File: src/rtl/seg7_pkg.sv
// seg7_pkg: glyph table, digit-vector type and shared constants for the seven-segment driver.
package seg7_pkg;

    typedef logic [7:0][3:0] bcd8_t;

    localparam logic [6:0]  SEG_BLANK = 7'h7F;
    localparam logic [31:0] DEC_LIMIT = 32'd100000000;

    // Active-low {g,f,e,d,c,b,a}; entry 15 is listed first.
    localparam logic [15:0][6:0] GLYPH = {
        7'h0E, 7'h06, 7'h21, 7'h46, 7'h03, 7'h08, 7'h10, 7'h00,
        7'h78, 7'h02, 7'h12, 7'h19, 7'h30, 7'h24, 7'h79, 7'h40
    };

    function automatic logic [6:0] hex2seg(input logic [3:0] d);
        return GLYPH[d];
    endfunction

endpackage

File: src/rtl/bin2bcd.sv
// bin2bcd: iterative double-dabble converter, one shift/add-3 step per cycle over 32 cycles.
module bin2bcd (
    input  logic        clk,
    input  logic        rst,
    input  logic        start,
    input  logic [31:0] bin,
    output logic        done,
    output logic [39:0] bcd
);
    logic [31:0] sr;
    logic [5:0]  cnt;
    logic [39:0] adj;

    always_comb begin
        adj = bcd;
        for (int i = 0; i < 10; i++)
            adj[4*i +: 4] = bcd[4*i +: 4] >= 4'd5 ? bcd[4*i +: 4] + 4'd3 : bcd[4*i +: 4];
    end

    always_ff @(posedge clk or negedge rst) begin
        if (!rst) begin
            sr   <= '0;
            bcd  <= '0;
            cnt  <= '0;
            done <= 1'b0;
        end else begin
            done <= !start && cnt == 6'd1;
            if (start) begin
                sr  <= bin;
                bcd <= '0;
                cnt <= 6'd32;
            end else if (cnt != 6'd0) begin
                {bcd, sr} <= {adj, sr} << 1;
                cnt       <= cnt - 6'd1;
            end
        end
    end

endmodule

File: src/rtl/seg7_scan.sv
// seg7_scan: eight-digit multiplexed common-anode driver rendering a 32-bit word in hex or
// unsigned decimal, with optional leading-zero blanking and a decimal overflow marker.
module seg7_scan
    import seg7_pkg::*;
#(
    parameter int SCAN_DIV = 100000
) (
    input  logic        clk,
    input  logic        rst,
    input  logic [31:0] value,
    input  logic        dec_mode,
    input  logic        blank_lz,
    output logic [7:0]  an,
    output logic [6:0]  seg,
    output logic        dp,
    output logic        busy
);
    localparam int            DW       = $clog2(SCAN_DIV);
    localparam logic [DW-1:0] DIV_LAST = DW'(SCAN_DIV - 1);

    logic [DW-1:0] div_q;
    logic [2:0]    idx;
    logic [31:0]   val_q;
    logic          mode_q;
    logic          first_q;
    logic          accept;
    logic          conv_done;
    logic          ovf;
    logic          zero_above;
    logic [39:0]   bcd;
    logic [7:0]    blank;
    bcd8_t         dig_q;

    assign accept = !busy && (first_q || value != val_q || dec_mode != mode_q);
    assign ovf    = mode_q && val_q >= DEC_LIMIT;

    bin2bcd u_bin2bcd (
        .clk  (clk),
        .rst  (rst),
        .start(accept && dec_mode),
        .bin  (value),
        .done (conv_done),
        .bcd  (bcd)
    );

    // A decimal accept leaves the old digits up until the converter reports done.
    always_ff @(posedge clk or negedge rst) begin
        if (!rst) begin
            first_q <= 1'b1;
            val_q   <= '0;
            mode_q  <= 1'b0;
            busy    <= 1'b0;
            dig_q   <= '0;
        end else begin
            first_q <= 1'b0;
            if (accept) begin
                val_q  <= value;
                mode_q <= dec_mode;
                busy   <= dec_mode;
                if (!dec_mode)
                    dig_q <= value;
            end else if (conv_done) begin
                busy  <= 1'b0;
                dig_q <= bcd[31:0];
            end
        end
    end

    always_comb begin
        zero_above = 1'b1;
        blank      = '0;
        for (int i = 7; i >= 1; i--) begin
            zero_above = zero_above && dig_q[i] == 4'd0;
            blank[i]   = blank_lz && zero_above;
        end
    end

    always_ff @(posedge clk or negedge rst) begin
        if (!rst) begin
            div_q <= '0;
            idx   <= '0;
            an    <= 8'hFF;
            seg   <= SEG_BLANK;
            dp    <= 1'b1;
        end else begin
            div_q <= div_q == DIV_LAST ? '0 : div_q + DW'(1);
            if (div_q == DIV_LAST)
                idx <= idx + 3'd1;
            an  <= blank[idx] ? 8'hFF : ~(8'd1 << idx);
            seg <= blank[idx] ? SEG_BLANK : hex2seg(dig_q[idx]);
            dp  <= !(ovf && idx == 3'd7);
        end
    end

endmodule

File: config.mk
export PLATFORM = sky130hd
export DESIGN_NAME = seg7_scan
export DESIGN_NICKNAME = d
export VERILOG_FILES = /design/src/rtl/seg7_pkg.sv /design/src/rtl/bin2bcd.sv /design/src/rtl/seg7_scan.sv
export SDC_FILE = /design/constraint.sdc
export NUM_CORES = 1
export LEC_CHECK = 0
export ABC_CLOCK_PERIOD_IN_PS = 3050
export CAP_MARGIN = 20
export CORE_MARGIN = 4
export CORE_UTILIZATION = 40
export DETAILED_ROUTE_END_ITERATION = 16
export MAX_ROUTING_LAYER = met4
export PLACE_DENSITY_LB_ADDON = 0.12
export SYNTH_ARGS = -nofsm -noshare
export SYNTH_HDL_FRONTEND = slang
export SYNTH_SLANG_ARGS = --single-unit
File: constraint.sdc
create_clock -name clk -period 3.05 [get_ports clk]
set_clock_uncertainty 0.1 [all_clocks]
set_input_delay 0.61 -clock clk [delete_from_list [all_inputs] [get_ports clk]]
set_output_delay 0.61 -clock clk [all_outputs]
set_load 0.005 [all_outputs]
**Run 1: placement view**

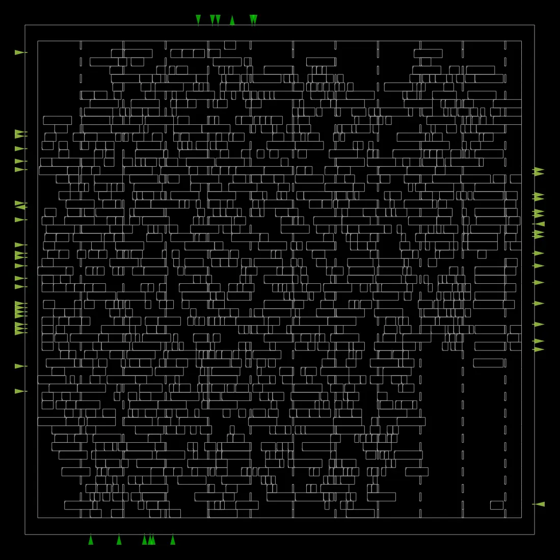
registers: 174
CORE AREA: 24,400 µm²
Row Count: 57
Final Non-Filler Cells: 1,400
fin util: 0.482

**Run 1: clock network drawn from the DEF**

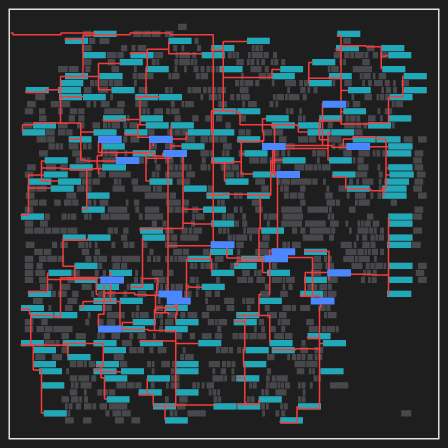
legend:
  red:
    item: clock wires
    length: 2,460 µm
  blue:
    item: clock drivers
    count: 17
  cyan:
    item: flip-flops
    count: 174
routed clock nets: 18
flops lie: all over the die

**Run 1: routed metal per tile**

The die is cut into 33 by 33 equal tiles; dark blue is low, red is high, scaled to the fullest tile. Values are wire area over tile area, all layers added.
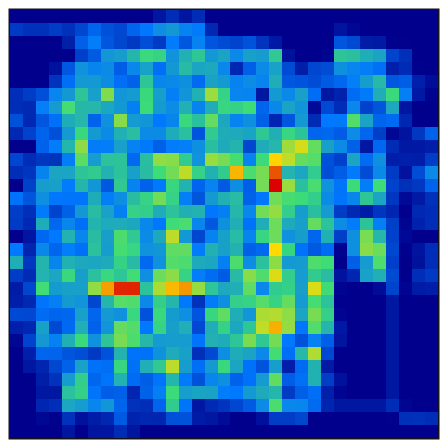
nearly empty tiles: 19%
mean over tiles: 0.14
tiles over half the peak: 9.3%
fullest tile: 0.59

**Run 1: register map, names as in the netlist**

Scale bar: 50 µm.
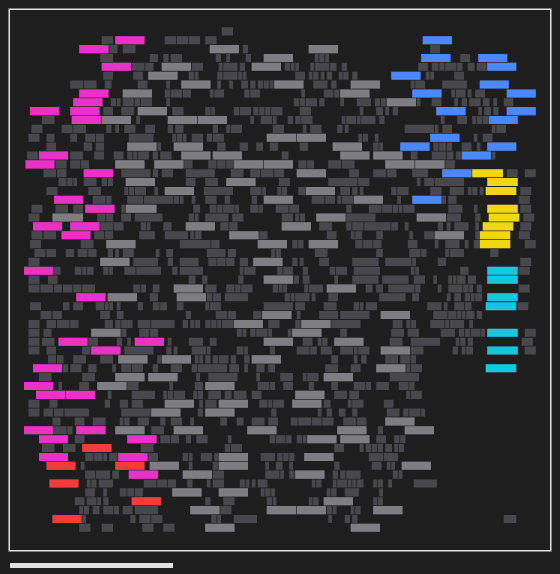
legend:
  yellow:
    name_in_the_netlist: an
    placed_flops: 8
  cyan:
    name_in_the_netlist: seg
    placed_flops: 7
    where: right middle
  red:
    name_in_the_netlist: u_bin2bcd.cnt
    placed_flops: 6
    where: bottom left
  magenta:
    name_in_the_netlist: val_q
    placed_flops: 32
    where: a vertical strip on the left
  blue:
    name_in_the_netlist: div_q
    placed_flops: 17
    where: top right

==> run summary, run 1 <==
number of global-route vias before repair - 7,414
YS warnings - 0
CTS tree - done
# diodes - 0
status - complete, no violations
Post-synth EDFFs - 0
CTS buffer count - 17
share of cells above drive strength 1 - 0.151
clk_lat worst skew - 0.44 ns
Crit. End Element - flop
Final nets - 1,130
Area growth syn-to-layout - 18.1%
Die Y-Extent - 166 µm
Pins Over Slew Limit - 0
CTS Hold Buffers Added - 0
Top area cell types - dfrtp_1 (40%), mux2i_1 (7.6%), dfstp_2 (4.5%)
Commonest Layout Cell - dfrtp_1
yosys cell count - 989
ys flops - 174
Yosys chip area - 9940 µm²
fmax - 387 MHz
top cell type's share of synthesized area - 0.395
# IOs - 53
[run 1: final cells by class]
cell class	instances	area [µm²]
multi-input cells	729	5190
well taps	324	405
fillers	2308	12600
repair buffers	111	1080
clock inverters	13	135
inverters	30	113
flip-flops and latches	174	4380
clock buffers	19	453
[run 1: sequential cells by signal (all words and copies together), names as in the netlist]
signal and count:
first_q 1, val_q 32, u_bin2bcd.sr 32, dp 1, u_bin2bcd.bcd 32, div_q 17, idx 3, u_bin2bcd.cnt 6
an 8, busy 1, seg 7, dig_q 32, u_bin2bcd.done 1, mode_q 1
[run 1: cell families (layout without fill, tap and decap cells)]
logic type,Yosys count,after routing,share of synthesized area
AOI/OAI and AO/OA,205,205,0.138
xor gates and xnor gates,67,67,0.0590
adders and majority gates,31,31,0.0390
buffers and inverters,86,173,0.0394
DFF,174,174,0.440
muxes,116,116,0.131
other,1,1,0.000377
and+or+nand+nor,309,309,0.154
[run 1: per-layer routing]
metal / share of wire / up-vias / GRT usage
li1: - / 3690 / -
met1: 0.49 / 3704 / 0.270
met2: 0.46 / 142 / 0.301
met3: 0.036 / 22 / 0.0300
met4: 0.011 / 0 / 0.0405
met5: 0 / - / -
[run 1: final timing paths]
kind,startpoint,to,slack [ns],depth (start not counted)
max,value[0],dig_q[16],0.47,8
min,rst,u_bin2bcd.bcd[14],0.08,1
max in group asynchronous,rst,an[3],2.06,2
max reg2reg,idx[1],seg[0],0.52,6
min in group clk,div_q[13],div_q[13],0.40,1
min reg2reg,div_q[13],div_q[13],0.40,1
[run 1: critical path: stages]
cell	delay [ns]
clkdlybuf4s50_1	0.44
xor2_1	0.17
nor4_1	0.44
nand3_1	0.28
nor2_2	0.22
buf_12	0.23
mux2i_1	0.23
o2111a_1	0.21
[run 1: cells in the mapped netlist, types with 17 or more instances]
| master | n |
|---|---|
| xor2_1 | 41 |
| nand3_1 | 24 |
| nor3_1 | 36 |
| clkbuf_1 | 32 |
| nand2_1 | 115 |
| xnor2_1 | 26 |
| dfstp_2 | 17 |
| nor2_1 | 57 |
| o21ai_0 | 84 |
| ha_1 | 31 |
| or3_1 | 23 |
| dfrtp_1 | 157 |
| mux2_2 | 30 |
| a21oi_1 | 47 |
| inv_1 | 28 |
| mux2i_1 | 76 |
| o2111a_1 | 22 |
| o22a_1 | 22 |
[run 1: stage by stage]
stage | hold slack [ns] | setup slack [ns] | util | instance area [µm²]
5_1_grt | 0.120 | 0.277 | 0.482 | 11700
2_1_floorplan | 0.214 | 0.686 | - | 9940
3_3_place_gp | 0.372 | 0.0543 | 0.458 | 11200
4_1_cts | 0.0942 | 0.490 | 0.482 | 11700
6_report | 0.0762 | 0.466 | 0.482 | 11700
3_5_place_dp | 0.383 | 0.0404 | 0.458 | 11200
[run 1: report_power, final]
group | switching, µW | internal (µW)
registers | 1050 | 3270
logic | 1940 | 2020
clock network | 1080 | 1140
total | 4070 | 6430
**Run 1: sizing map**

Scale bar: 50 µm.
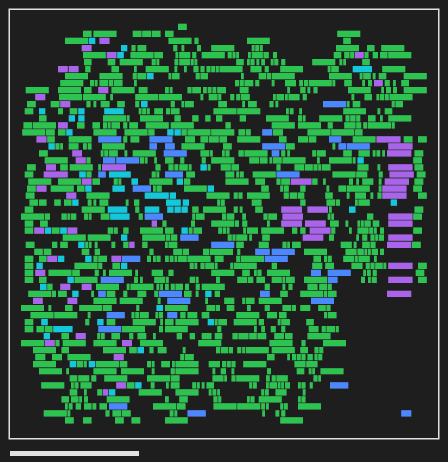

==> inputs of run 2 (changes only) <==
ABC_CLOCK_PERIOD_IN_PS = 2460   (was 3050)
clock period = 2.46 ns   (was 3.05 ns; I/O delays follow)
**Run 2: sizing map**

Scale bar: 50 µm.
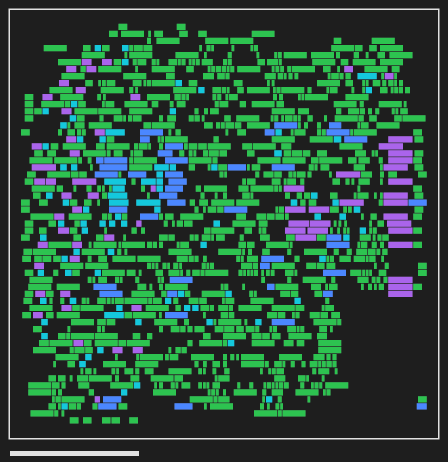
legend:
  blue:
    size: _6 and larger
    cells: 43
  green:
    size: _0 and _1 cells
    cells: 910
  cyan:
    size: _3 and _4 cells
    cells: 85
  purple:
    size: _2 cells
    cells: 65

**Run 2: clock network drawn from the DEF**

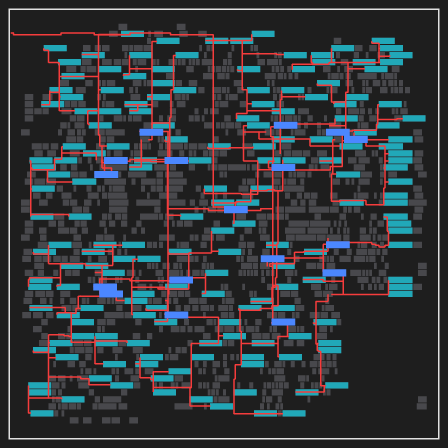
legend:
  red:
    item: clock wires
    length: 2,490 µm
  blue:
    item: clock drivers
    count: 17
  cyan:
    item: flip-flops
    count: 174
flops lie: all over the die
routed clock nets: 18

==> run 2 against run 1 <==
Highest routed layer unchanged. Count of clock-buffer cells in the layout down 1. Final cell count up 1.9%. Critical path depth unchanged. Critical endpoint is now dig_q[6]. Synthesized cell count unchanged.
==> run summary, run 2 <==
internal reg-to-reg setup slack - 0.14 ns
Net Sw Power - 5140 µW
yosys cell count - 989
Hold WS - 0.389 ns
Comb pwr share - 0.390
Final nets - 1,157
Cell Chain, Critical Path - clkdlybuf4s50_1, xor2_1, nor4_4, and4b_4, a2bb2oi_4, buf_12, o22a_1, o2111a_1
r2r startpoint - dig_q[24]
Worst path slowest cell - clkdlybuf4s50_1
top cell type's share of synthesized area - 0.395
Pins Over Slew Limit - 0
CTS buffer count - 17
Worst Hold Endpoint - div_q[0]
reg-to-reg endpoint - seg[5]
CORE AREA - 24,400 µm²
Final Non-Filler Cells - 1,427
Max stage delay on crit path - 0.45 ns
hold depth - 1
WP buf/inv - 2
filler instances - 2,281
fmax - 428 MHz
# IOs - 53
status - complete, no violations
setup ws final - 0.126 ns
Hold Startpoint - div_q[0]
Reg power frac - 0.399
pre-CTS setup slack - -0.362 ns
Post-synth EDFFs - 0
CTS tree - done
Row Count - 57
Commonest Layout Cell - dfrtp_1
-- run 2: worst register-to-register path, stage by stage (launching register included) --
cell and delay (ns):
dfrtp_1 0.44, nor4_1 0.51, o221ai_1 0.24, a221oi_1 0.42
nand2_1 0.32, o211ai_1 0.20
-- run 2: worst max path at each step --
stage,cells after the start,to,slack (ns),from
after floorplan,9,seg[5],0.1,idx[0]
after global placement,10,dig_q[27],-0.37,value[0]
after detailed placement,8,dig_q[5],-0.36,value[16]
after CTS,8,dig_q[27],0.09,value[16]
after global routing,9,dig_q[10],0.004,value[14]
final,8,dig_q[6],0.13,value[28]
-- run 2: kinds of logic after synthesis --
logic type                 count (synthesis)  share of synthesized area
adders and majority gates                 31                     0.0390
xor gates and xnor gates                  67                     0.0590
AOI/OAI and AO/OA                        205                      0.138
DFF                                      174                      0.440
and+or+nand+nor                          309                      0.154
buffers and inverters                     86                     0.0394
other                                      1                   0.000377
muxes                                    116                      0.131
-- run 2: layout make-up --
cell class	instances	area, µm²	area share
multi-input cells	729	5210	0.432
clock inverters	14	169	0.0140
well taps	324	405	0.0336
inverters	30	113	0.00934
repair buffers	138	1350	0.112
clock buffers	18	439	0.0364
flip-flops and latches	174	4380	0.363
-- run 2: routing by layer --
| layer | up-vias | share of wire |
|---|---|---|
| met4 | 0 | 0.018 |
| li1 | 3737 | - |
| met3 | 26 | 0.033 |
| met1 | 3737 | 0.50 |
| met5 | - | 0 |
| met2 | 145 | 0.45 |
-- run 2: power groups by stage --
stage,Sequential (µW),Clock (µW),Combinational (µW)
final,5320,2820,5200
after CTS,5330,2870,5230
after global placement,5350,0,5100
after floorplan,4940,0,3810
after global routing,5510,2990,5890
after detailed placement,5370,0,5200
-- run 2: metrics by stage --
step	total power, µW	instance area, µm²	util
finish	13300	12100	0.494
global placement	10400	11400	0.468
floorplan	8750	9940	-
CTS	13400	12000	0.493
global route	14400	12100	0.494
detailed placement	10600	11400	0.468
-- run 2: repair_timing --
action	4_1_cts	5_1_grt
endpoints found under the hold margin	29	0
setup endpoints to repair	0	34
gates resized	0	5
hold buffers	1	0
Power and IR drop assume default switching activity.
